**src/rtl/logic_op_decoder.sv**
```systemverilog
// Observes samples from a 2-bit-opcode logic unit and narrows down which op codes
// are consistent with every accepted (data0, data1, result) triple in a burst.
module logic_op_decoder #(
  parameter int WIDTH = 3,
  parameter int NSAMP = 4
) (
  input  logic             clk_i,
  input  logic             rst_ni,
  input  logic             start_i,
  input  logic             in_valid_i,
  output logic             in_ready_o,
  input  logic [WIDTH-1:0] data0_i,
  input  logic [WIDTH-1:0] data1_i,
  input  logic [WIDTH-1:0] result_i,
  output logic             out_valid_o,
  input  logic             out_ready_i,
  output logic [3:0]       match_mask_o,
  output logic [1:0]       sel_o,
  output logic             unique_o,
  output logic             busy_o
);

  localparam int CW = $clog2(NSAMP + 1);

  typedef enum logic [1:0] {
    ST_IDLE    = 2'b00,
    ST_COLLECT = 2'b01,
    ST_REPORT  = 2'b10
  } state_t;

  state_t          r_state;
  logic [3:0]      r_mask;
  logic [CW-1:0]   r_cnt;
  logic            r_in_ready;
  logic            r_out_valid;
  logic            r_busy;

  logic            w_accept;
  logic [3:0]      w_mask_next;
  logic [CW-1:0]   w_cnt_next;
  logic            w_done;

  // Bit k set when op code k reproduces the observed result for these operands.
  function automatic logic [3:0] f_match(input logic [WIDTH-1:0] d0,
                                         input logic [WIDTH-1:0] d1,
                                         input logic [WIDTH-1:0] res);
    logic [3:0] m;
    m[0] = (res == {WIDTH{1'b0}});
    m[1] = (res == (d0 & d1));
    m[2] = (res == (d0 | d1));
    m[3] = (res == ~(d0 ^ d1));
    return m;
  endfunction

  // Next mask/count for an accepted sample and the burst-complete condition.
  always_comb begin
    w_accept    = in_valid_i && r_in_ready;
    w_mask_next = r_mask & f_match(data0_i, data1_i, result_i);
    w_cnt_next  = r_cnt + CW'(1);
    if ((w_cnt_next == CW'(NSAMP)) || (w_mask_next == 4'b0000)) begin
      w_done = 1'b1;
    end else begin
      w_done = 1'b0;
    end
  end

  // Report fields decoded from the registered mask.
  always_comb begin
    match_mask_o = r_mask;
    if (r_mask[0]) begin
      sel_o = 2'b00;
    end else if (r_mask[1]) begin
      sel_o = 2'b01;
    end else if (r_mask[2]) begin
      sel_o = 2'b10;
    end else if (r_mask[3]) begin
      sel_o = 2'b11;
    end else begin
      sel_o = 2'b00;
    end
    unique_o = (r_mask != 4'b0000) && ((r_mask & (r_mask - 4'b0001)) == 4'b0000);
  end

  assign in_ready_o  = r_in_ready;
  assign out_valid_o = r_out_valid;
  assign busy_o      = r_busy;

  // Burst FSM; handshake and busy flags are registered alongside the state.
  always_ff @(posedge clk_i or negedge rst_ni) begin
    if (!rst_ni) begin
      r_state     <= ST_IDLE;
      r_mask      <= 4'b0000;
      r_cnt       <= '0;
      r_in_ready  <= 1'b0;
      r_out_valid <= 1'b0;
      r_busy      <= 1'b0;
    end else begin
      case (r_state)
        ST_IDLE: begin
          if (start_i) begin
            r_state    <= ST_COLLECT;
            r_mask     <= 4'b1111;
            r_cnt      <= '0;
            r_in_ready <= 1'b1;
            r_busy     <= 1'b1;
          end
        end
        ST_COLLECT: begin
          if (w_accept) begin
            r_mask <= w_mask_next;
            r_cnt  <= w_cnt_next;
            if (w_done) begin
              r_state     <= ST_REPORT;
              r_in_ready  <= 1'b0;
              r_out_valid <= 1'b1;
            end
          end
        end
        ST_REPORT: begin
          if (out_ready_i) begin
            r_state     <= ST_IDLE;
            r_out_valid <= 1'b0;
            r_busy      <= 1'b0;
          end
        end
        default: begin
          r_state     <= ST_IDLE;
          r_mask      <= 4'b0000;
          r_cnt       <= '0;
          r_in_ready  <= 1'b0;
          r_out_valid <= 1'b0;
          r_busy      <= 1'b0;
        end
      endcase
    end
  end

endmodule

```
**config.mk**
```make
export PLATFORM = sky130hd
export DESIGN_NAME = logic_op_decoder
export DESIGN_NICKNAME = d
export VERILOG_FILES = /design/src/rtl/logic_op_decoder.sv
export SDC_FILE = /design/constraint.sdc
export NUM_CORES = 1
export LEC_CHECK = 0
export CORE_UTILIZATION = 27
export CTS_CLUSTER_DIAMETER = 40
export DETAILED_ROUTE_END_ITERATION = 8
export HOLD_SLACK_MARGIN = 0.1
export PLACE_DENSITY_LB_ADDON = 0.15
export SKIP_CTS_REPAIR_TIMING = 1
export SLEW_MARGIN = 20
export SYNTH_ARGS = -nofsm -noshare
export SYNTH_HDL_FRONTEND = slang
export SYNTH_SLANG_ARGS = --single-unit
export TNS_END_PERCENT = 100
```
**constraint.sdc**
```tcl
create_clock -name clk_i -period 1.8 [get_ports clk_i]
set_clock_uncertainty 0.15 [all_clocks]
set_input_delay 0.36 -clock clk_i [delete_from_list [all_inputs] [get_ports clk_i]]
set_output_delay 0.36 -clock clk_i [all_outputs]
set_load 0.01 [all_outputs]
```
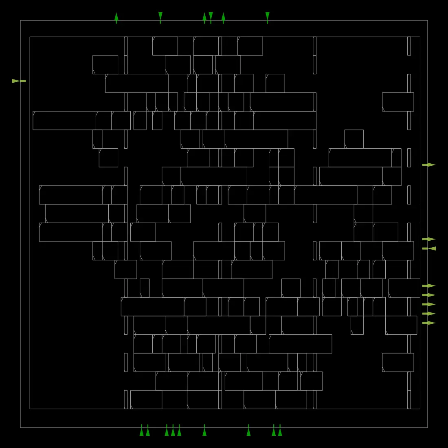
Fig. 1. Placement view (run 1).
core region area: 3100 um2
Fill cells: 319

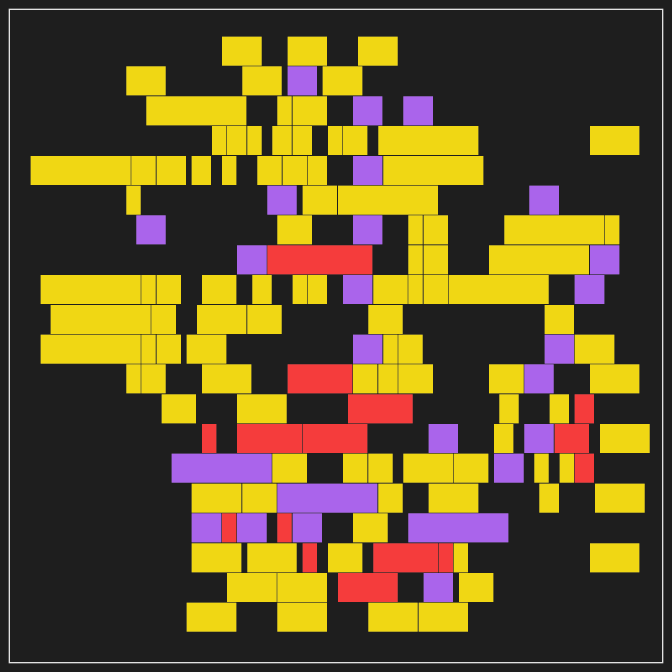
Fig. 2. Drive-strength map (run 1).
drive 2 -> red  # cells 15, share 11%, most used inv_2
drive 1 or less -> yellow  # cells 102, share 72%, most used dlymetal6s2s_1
drive 3 to 4 -> purple  # cells 25, share 18%, most used buf_4
final worst slack: -85.3 ps
Synth-to-Final Area Change: 60.2%
summed area of non-filler cells in the final layout: 1430 um2
Non-CTS buffers: 42

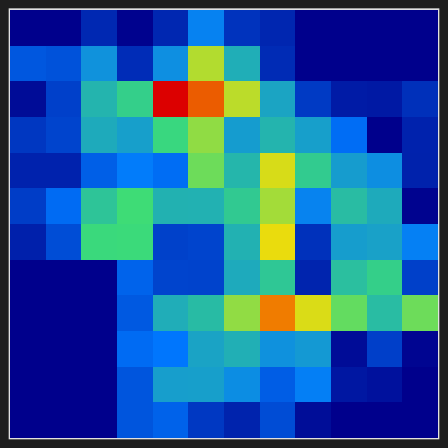
Fig. 3. Signal metal coverage by tile (run 1).
12 x 12 tiles, from dark blue (low) to red (high), scaled to the fullest tile. Values are wire area over tile area, all layers added.
mean over tiles = 0.093
fullest tile = 0.40
tiles over half the peak = 10%
nearly empty tiles = 23%

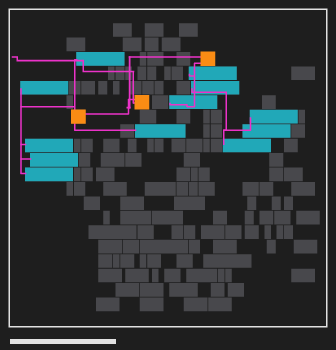
Fig. 4. Clock distribution (run 1).
Bar = 20 um.
clock wires -> magenta  # length 169 um
flip-flops -> cyan  # count 12
cells driving clock nets -> orange  # count 3
routed clock nets = 4
Clk pwr share: 9.0%
clock latency on the worst-skew pair: 270 ps

==> notes.md, run 1 <==
Synthesis and PnR results.

- The adder-cell share of the synthesized area is 11.2%.
- The largest total area in the synthesized netlist belongs to dfrtp_1.
- The post-detailed-route wirelength per cell is 11.5 um.
- The flop share of the area is 21.1%.
- The largest individual stage delay along the critical path comes from the cell or4_1.
- The number of enable-type register cells in the synthesized netlist reads 0.
- The vertical die size reads 59.5 um.
- The OpenROAD report gives the critical path a required time of 1290 ps.
- The area of the chip is 3540 um2.
- CTS saw 12 sinks.
- Per the post-run analysis, buffers plus inverters along the critical path come to 2.
- The type of destination of the critical path is an output port.
- The final critical path time including I/O delays and setup reads 1890 ps.
- The period utilization reads 105%.
- After clock tree synthesis, the clock-pin slew on the worst setup and hold paths is 70 ps.
- The instance count on the critical path reads 4.
- The area used by sequential logic in the layout reads 302 um2.
- The total placed cells including tap cells is 179.
- For the worst flop-to-flop path, the logic depth is 5.
- The category of the most critical setup path is register to output port.
- The detailed placement HPWL reads 1.63 mm.
- After synthesis, the design contains 101 cells according to Yosys.
- The arrival time of data at the critical path endpoint reads 1380 ps.
- The number of failing setup endpoints in the final timing report reads 1.
- The dominant kind of combinational cell reads AND-OR/OR-AND gates.
- The maximum root-to-sink buffer count is 2.
- The count of endpoints failing hold in the final timing report is 0.
- The cell area after synthesis reads 893 um2.
- The dominant kind of cell by area reads logic gates.
- The checks that failed: negative setup slack.
- The number of diodes added for antenna fixing reads 0.
- The pin count of the biggest net entering global routing is 14.
- The net count entering floorplan reads 123.
- Measured on the finished design, the core utilization comes to 46.1%.
- STA classifies the critical path startpoint as a register.
- The global-route total usage across every layer is 13.2%.
- The count of input and output buffers reads 23.
- The critical register-to-register path endpoint is in_ready_o.
- The tightest slew margin relative to the limit is 62.4%.
- The CTS tree is done.
- The maximum clock frequency reads 0.530 GHz.
- The via count of the first global-routing pass is 795.
- The footprint of the multi-input gates reads 621 um2.
- After floorplanning, the core was divided into 20 placement rows.
- The final non-filler cell total is 186.
- The basic-gate share of the synthesized area counting and, or, nand and nor cells reads 15.5%.
- The layout report lists the non-clock buffer share of cell area as 27.8%.
- The number of warning messages in the yosys log reads 0.
- The async set or reset register ratio after synthesis reads 100%.
- The layout report gives the multi-input gate share of total cell area as 43.4%.
- The most instantiated flip-flop cell in the synthesis netlist is dfrtp_1.
- The final layout report lists a non-clock inverter count of 9.
- The timing startpoint of the critical path is match_mask_o[2].
- Per the CTS log, the maximum H-tree level is 1.
- Before antenna repair, the detailed router went through 4 iterations.
- The DRC violation count after routing reads 0.
- The launch instance of the worst register-to-register path reads match_mask_o[0].
- Setup repair after global routing could not meet its margin everywhere.
- The leakage power is 0.000737 uW.
- The initial standard-cell utilization of the core reads 28.8%.
- The initial detailed-routing violation count reads 13.
- The yosys stat chip area is 893 um2.
- The detailed-route vias per instance reads 4.69.
- The initial antenna violation count is 0.
- The total overflow reported by the global router is 0.
- The flow ran to the end, but the final reports show violations.
- The number of slew-limit violations in the final report is 0.
- The least setup slack across all paths after layout is -85.3 ps.
- The global placer's final weighted congestion is 0.809.
- The delay of the slowest cell on the worst path is 500 ps.
- Setup slack on the worst reg-to-reg path comes out at 270 ps.
- The transition at the pin with the smallest max-transition slack is 561 ps.
- The routed wire length reads 2.15 mm.
- The number of nets in the layout is 166.
- The cell sequence reported for the critical path is inv_1 -> or4_1 -> o21ai_1 -> buf_2.
- The count of warning messages emitted by the tools is 31.
- The synthesis run shows the most used standard cells to be dfrtp_1 (12), xor2_1 (10), inv_1 (9).
- The share of Yosys cell area claimed by the top area cell type reads 33.6%.
- The post-synthesis sequential area ratio reads 33.6%.
- The vias after detailed routing reads 872.
- Among cell families on the critical path, the largest total delay comes from simple AND/OR/NAND/NOR gates.
- The global-route wire length before repair is 3.46 mm.
- The power density of the placed cells reads 1230 nW/um2.
- The worst vdd rail ir drop is 504 uV.
- The maximum fanout count along the critical path reads 2.
- The portion of the layout cell area used by clock cells reads 1.57%.
run 1: placed cells by master, fill, tap and decap left out, drive strengths merged:
cell           netlist  routed
buf                  1      20
dlymetal6s2s         0      14
dfrtp               12      12
xor2                10      10
inv                  9       9
nor2                 8       8
o22ai                8       8
ha                   8       8
clkdlybuf4s50        0       7
o21ai                7       7
nand2                6       6
clkbuf               3       4
nand4                3       3
nand3                3       3
a2bb2oi              3       3
nor2b                3       3
xnor2                3       3
nand2b               2       2
a21oi                2       2
or4                  1       1
nor3                 1       1
nor4b                1       1
a41oi                1       1
a32oi                1       1
o32ai                1       1
a31o                 1       1
o21a                 1       1
o2bb2ai              1       1
mux2i                1       1
run 1: flip-flops by register name (all words and copies together) (netlist names):
signal        flops
out_valid_o       1
busy_o            1
r_cnt             3
in_ready_o        1
r_state           2
match_mask_o      4
run 1: where the power goes:
part,internal [uW],switching [uW],total (uW)
logic,593,507,1100
registers,387,120,507
clock network,77.4,82.3,160
run 1: routing by layer:
metal / wire length, um / part of all wire [%] / global-route usage, % / vias up
met2: 1140 / 53 / 22.8 / 13
met4: 9 / 0.42 / 2.99 / 0
met3: 79 / 3.7 / 4.59 / 2
met5: 0 / 0 / 0 / -
li1: - / - / - / 439
met1: 918 / 43 / 15.6 / 418
run 1: metrics by stage:
step | TNS [ps] | setup slack [ps] | total power (uW) | hold WS, ps | cell area [um2]
floorplan | 0 | 89.8 | 1040 | -85.6 | 893
global placement | -2890 | -483 | 1570 | 358 | 1270
detailed placement | -2970 | -497 | 1580 | 335 | 1270
CTS | -2190 | -539 | 1750 | 316 | 1300
global route | -142 | -142 | 1920 | 338 | 1430
finish | -85.3 | -85.3 | 1770 | 301 | 1430
Fig. 5: run 1, where the registers sit
Bar = 20 um.
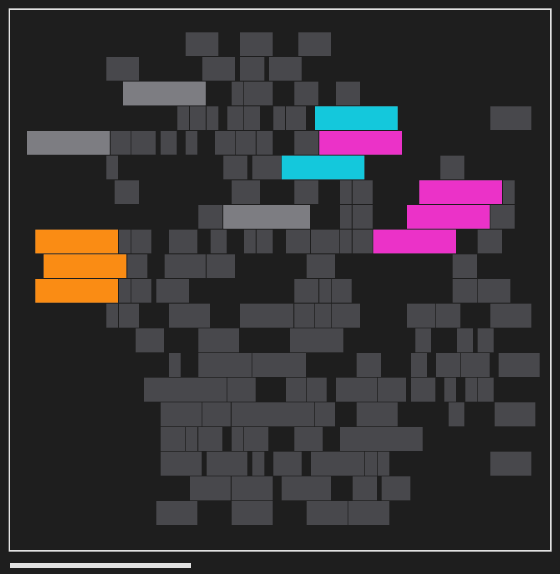

==> inputs of run 2 (changes only) <==
--- a/config.mk
+++ b/config.mk
@@ -5,11 +5,12 @@
 export SDC_FILE = /design/constraint.sdc
 export NUM_CORES = 1
 export LEC_CHECK = 0
-export CORE_UTILIZATION = 27
+export CORE_UTILIZATION = 35
 export CTS_CLUSTER_DIAMETER = 40
 export DETAILED_ROUTE_END_ITERATION = 8
 export HOLD_SLACK_MARGIN = 0.1
 export PLACE_DENSITY_LB_ADDON = 0.15
+export SETUP_SLACK_MARGIN = 0.02
 export SKIP_CTS_REPAIR_TIMING = 1
 export SLEW_MARGIN = 20
 export SYNTH_ARGS = -nofsm -noshare
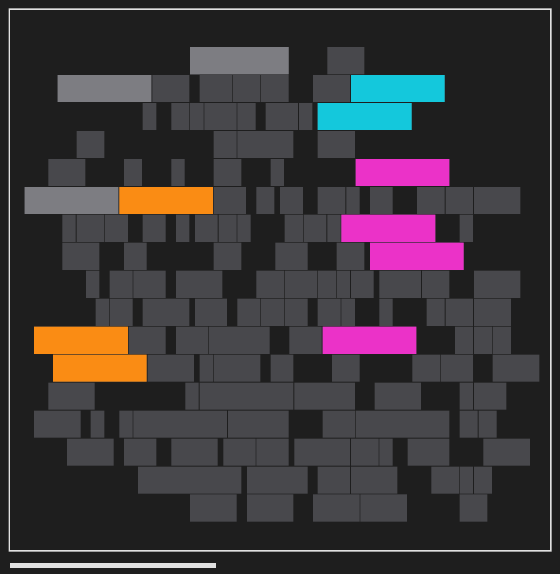
Fig. 6. Where the registers sit (run 2).
Bar = 20 um.
r_cnt -> orange  # sequential cells 3
match_mask_o -> magenta  # sequential cells 4
r_state -> cyan  # sequential cells 2
not coloured = 3

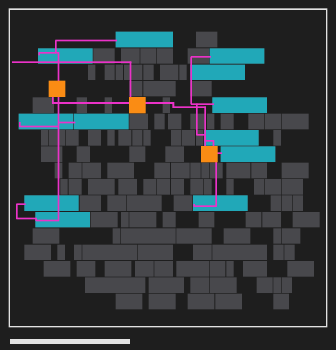
Fig. 7. Clock distribution (run 2).
Bar = 20 um.
power in the clock group: 160 uW

==> notes.md, run 2 <==
Synthesis and PnR results.

- Critical path cell sequence: inv_2 -> or4_1 -> o21ai_1 -> buf_2 (was inv_1 -> or4_1 -> o21ai_1 -> buf_2).
- The least setup slack across all paths after layout reads -80.2 ps (was -85.3 ps).
- The vias after detailed routing is 833 (was 872).
- The total placed cells including tap cells came to 161 (was 179).
- The count of TritonRoute iterations in the first routing pass is 4 (unchanged).
- The count of warning messages emitted by the tools is 31 (unchanged).
- The net count entering floorplan came to 123 (unchanged).
- The most instantiated flip-flop cell in the synthesis netlist was dfrtp_1 (unchanged).
- The most utilized layer in the global route result is met2 (unchanged).
- The category of the most critical setup path reads register to output port (unchanged).
- The residual antenna-violating net count after detailed routing reads 0 (unchanged).
- Top cells by area: dfrtp_1 (34%), ha_1 (11%), xor2_1 (9.8%) (unchanged).
- The worst vdd rail ir drop reads 712 uV (was 504 uV).
- The number of top-level pins is 24 (unchanged).
- The post-synthesis cell type count is 28 (unchanged).
- The count of input and output buffers reads 23 (unchanged).
- The area growth from synthesis to final layout is 57.0% (was 60.2%).
- The insertion delay of the later-clocked pin in the worst-skew pair is 270 ps (about the same).
- The global placer's final weighted congestion is 0.771 (was 0.809).
- The number of diodes added for antenna fixing is 0 (unchanged).
- The vertical die size is 52.5 um (was 59.5 um).
- The standard-cell row count is 17 (was 20).
- The arrival time of data at the critical path endpoint came to 1370 ps (was 1380 ps).
- The worst path buffer plus inverter count is 2 (unchanged).
- The global-route wire length before repair reads 3.62 mm (was 3.46 mm).
- The CTS tree is done (unchanged).
- The initial standard-cell utilization of the core was 38.5% (was 28.8%).
- The kind of cell with the highest combined delay on the critical path was simple AND/OR/NAND/NOR gates (unchanged).
- The cell at the root of the clock tree is clkbuf_4 (unchanged).
- The power density of the placed cells is 1270 nW/um2 (was 1230 nW/um2).
- The area of the core region came to 2320 um2 (was 3100 um2).
- The post-detailed-route wirelength per cell is 12.8 um (was 11.5 um).
- The detailed-route vias per instance is 5.02 (was 4.69).
- The clock buffer count from CTS is 3 (unchanged).
- The highest-delay cell along the critical path is or4_1 (unchanged).
- The tightest slew margin relative to the limit is 61.9% (was 62.4%).
- The post-synthesis instance total is 101 (unchanged).
- The met2 global-route usage is 30.6% (was 22.8%).
- The total overflow reported by the global router is 0 (unchanged).
- The number of nets in the layout came to 162 (was 166).
- The transition at the pin with the smallest max-transition slack reads 570 ps (was 561 ps).
- The number of slew-limit violations in the final report reads 0 (unchanged).
- The pin count of the biggest net entering global routing is 14 (unchanged).
- The maximum root-to-sink buffer count is 2 (unchanged).
- The cell count in the Yosys report is 101 (unchanged).
- The routed wire length is 2.12 mm (was 2.15 mm).
- The cell area after synthesis was 893 um2 (unchanged).
- The number of failing setup endpoints in the final timing report reads 1 (unchanged).
- The final non-filler cell total came to 166 (was 186).
- The initial detailed-routing violation count reads 11 (was 13).
- The type of the worst min-delay path is input port to asynchronous set/reset pin (unchanged).
- Synth cell count leaders: dfrtp_1 (12), xor2_1 (10), inv_1 (9) (unchanged).
- The post-synthesis sequential area ratio reads 33.6% (unchanged).
- The ratio of cells with drive above 1 in the final layout was 29.0% (was 28.2%).
- The type of destination of the critical path is an output port (unchanged).
- Setup repair after global routing missed its margin: yes (unchanged).
- The clock sink count is 12 (unchanged).
- The delay of the slowest cell on the worst path reads 490 ps (was 500 ps).
- The maximum fanout count along the critical path is 2 (unchanged).
- The flip-flop count of the largest register, all copies and words added was 4 (unchanged).
- The number of warning messages in the yosys log reads 0 (unchanged).
- The total length of routed met3 wires is 95 um (was 79 um).
- The count of endpoints failing hold in the final timing report reads 0 (unchanged).
- The number of max-cap violations is 0 (unchanged).
- The via count of the first global-routing pass came to 810 (was 795).
- The amount of wire on met2 after detailed routing is 1.10 mm (was 1.14 mm).
- The number of enable-type register cells in the synthesized netlist is 0 (unchanged).
- The clock-pin transition on the worst setup and hold timing paths is 70 ps (about the same).
- The type of element launching the critical path was a register (unchanged).
- The leakage power is 0.000710 uW (was 0.000737 uW).
- The met1 track utilization from global routing is 22.7% (was 15.6%).
- The setup slack after placement is -528 ps (was -497 ps).
- The global-route total usage across every layer is 17.8% (was 13.2%).
- The depth of the CTS H-tree reads 1 (unchanged).
- The yosys stat chip area came to 893 um2 (unchanged).
- The initial antenna violation count is 0 (unchanged).
- The maximum clock frequency is 0.532 GHz (was 0.530 GHz).
- The area of the chip is 2760 um2 (was 3540 um2).
- The async set or reset register ratio after synthesis is 100% (unchanged).
- The number of synthesized register bits is 12 (unchanged).
- The highest metal layer with signal wires reads met3 (was met4).
- The DRC violation count after routing is 0 (unchanged).
- The met3 track utilization from global routing is 4.35% (was 4.59%).
- Failing checks: negative setup slack (unchanged).
- The period utilization was 104% (was 105%).
- The most numerous cell in the Yosys netlist is dfrtp_1 (unchanged).
- The worst endpoint required time is 1290 ps (about the same).
- The biggest area consumer among synthesized cells reads dfrtp_1 (unchanged).
- Result of the run: complete, but fails checks (unchanged).
- The detailed placement HPWL reads 1.56 mm (was 1.63 mm).
- The post-synthesis area per instance is 8.85 um2 (unchanged).
- The met1 wire length reads 924 um (was 918 um).
- Most instantiated logic cells after routing: dlymetal6s2s_1 (13), buf_4 (13), dfrtp_1 (11) (was buf_4 (19), dlymetal6s2s_1 (14), dfrtp_1 (11)).
- The horizontal die dimension is 52.5 um (was 59.5 um).
- The share of Yosys cell area claimed by the top area cell type was 33.6% (unchanged).
- The final critical path time including I/O delays and setup reads 1880 ps (was 1890 ps).
==> run 2: cell counts after synthesis <==
No cell type changed its count.
==> run 2: kinds of logic (layout without fill, tap and decap cells) <==
family	count (synthesis)	after routing	synth area share, %
compound gates	26	26	20.2
xor+xnor	13	13	12.7
fa+ha+maj	8	8	11.2
buf+inv	13	50	5.60
flops	12	12	33.6
mux	1	1	1.12
simple gates	28	28	15.5
==> run 2: worst paths after layout <==
kind / start / to / slack (ps) / cells past startpoint
min in group clk_i: out_valid_o / out_valid_o / 350 / 2
worst max register to register: match_mask_o[0] / out_valid_o / 230 / 5
worst min register to register: out_valid_o / out_valid_o / 350 / 2
max in group asynchronous: rst_ni / in_ready_o / 790 / 1
worst max-delay path: match_mask_o[2] / unique_o / -80 / 4
worst min-delay path: rst_ni / r_cnt[0] / 300 / 1
==> run 2: stage by stage <==
stage	TNS, ps	utilization (%)	total power [uW]	hold slack [ps]	cell area (um2)
finish	-80.2	60.5	1780	303	1400
global route	-165	60.5	1940	345	1400
CTS	-2240	54.5	1750	314	1260
detailed placement	-3040	53.5	1580	338	1240
global placement	-2690	53.5	1560	347	1240
floorplan	0	-	1040	-85.6	893
==> run 2: area by class of cell <==
class                   instances  area, um2
repair buffers                 38        368
clock buffers                   3       22.5
inverters                       9       33.8
flip-flops and latches         12        302
well taps                      28       35.0
fillers                       209        916
multi-input cells              76        642
==> run 2: power by group <==
| group | switching (uW) | leakage [uW] | internal, uW |
|---|---|---|---|
| Combinational | 515 | 0.000553 | 597 |
| Clock | 82.5 | 0.0000138 | 77.4 |
| Sequential | 121 | 0.000144 | 387 |
| Total | 718 | 0.000710 | 1060 |
Power figures rest on the tool's default switching activity, not on a simulated workload.
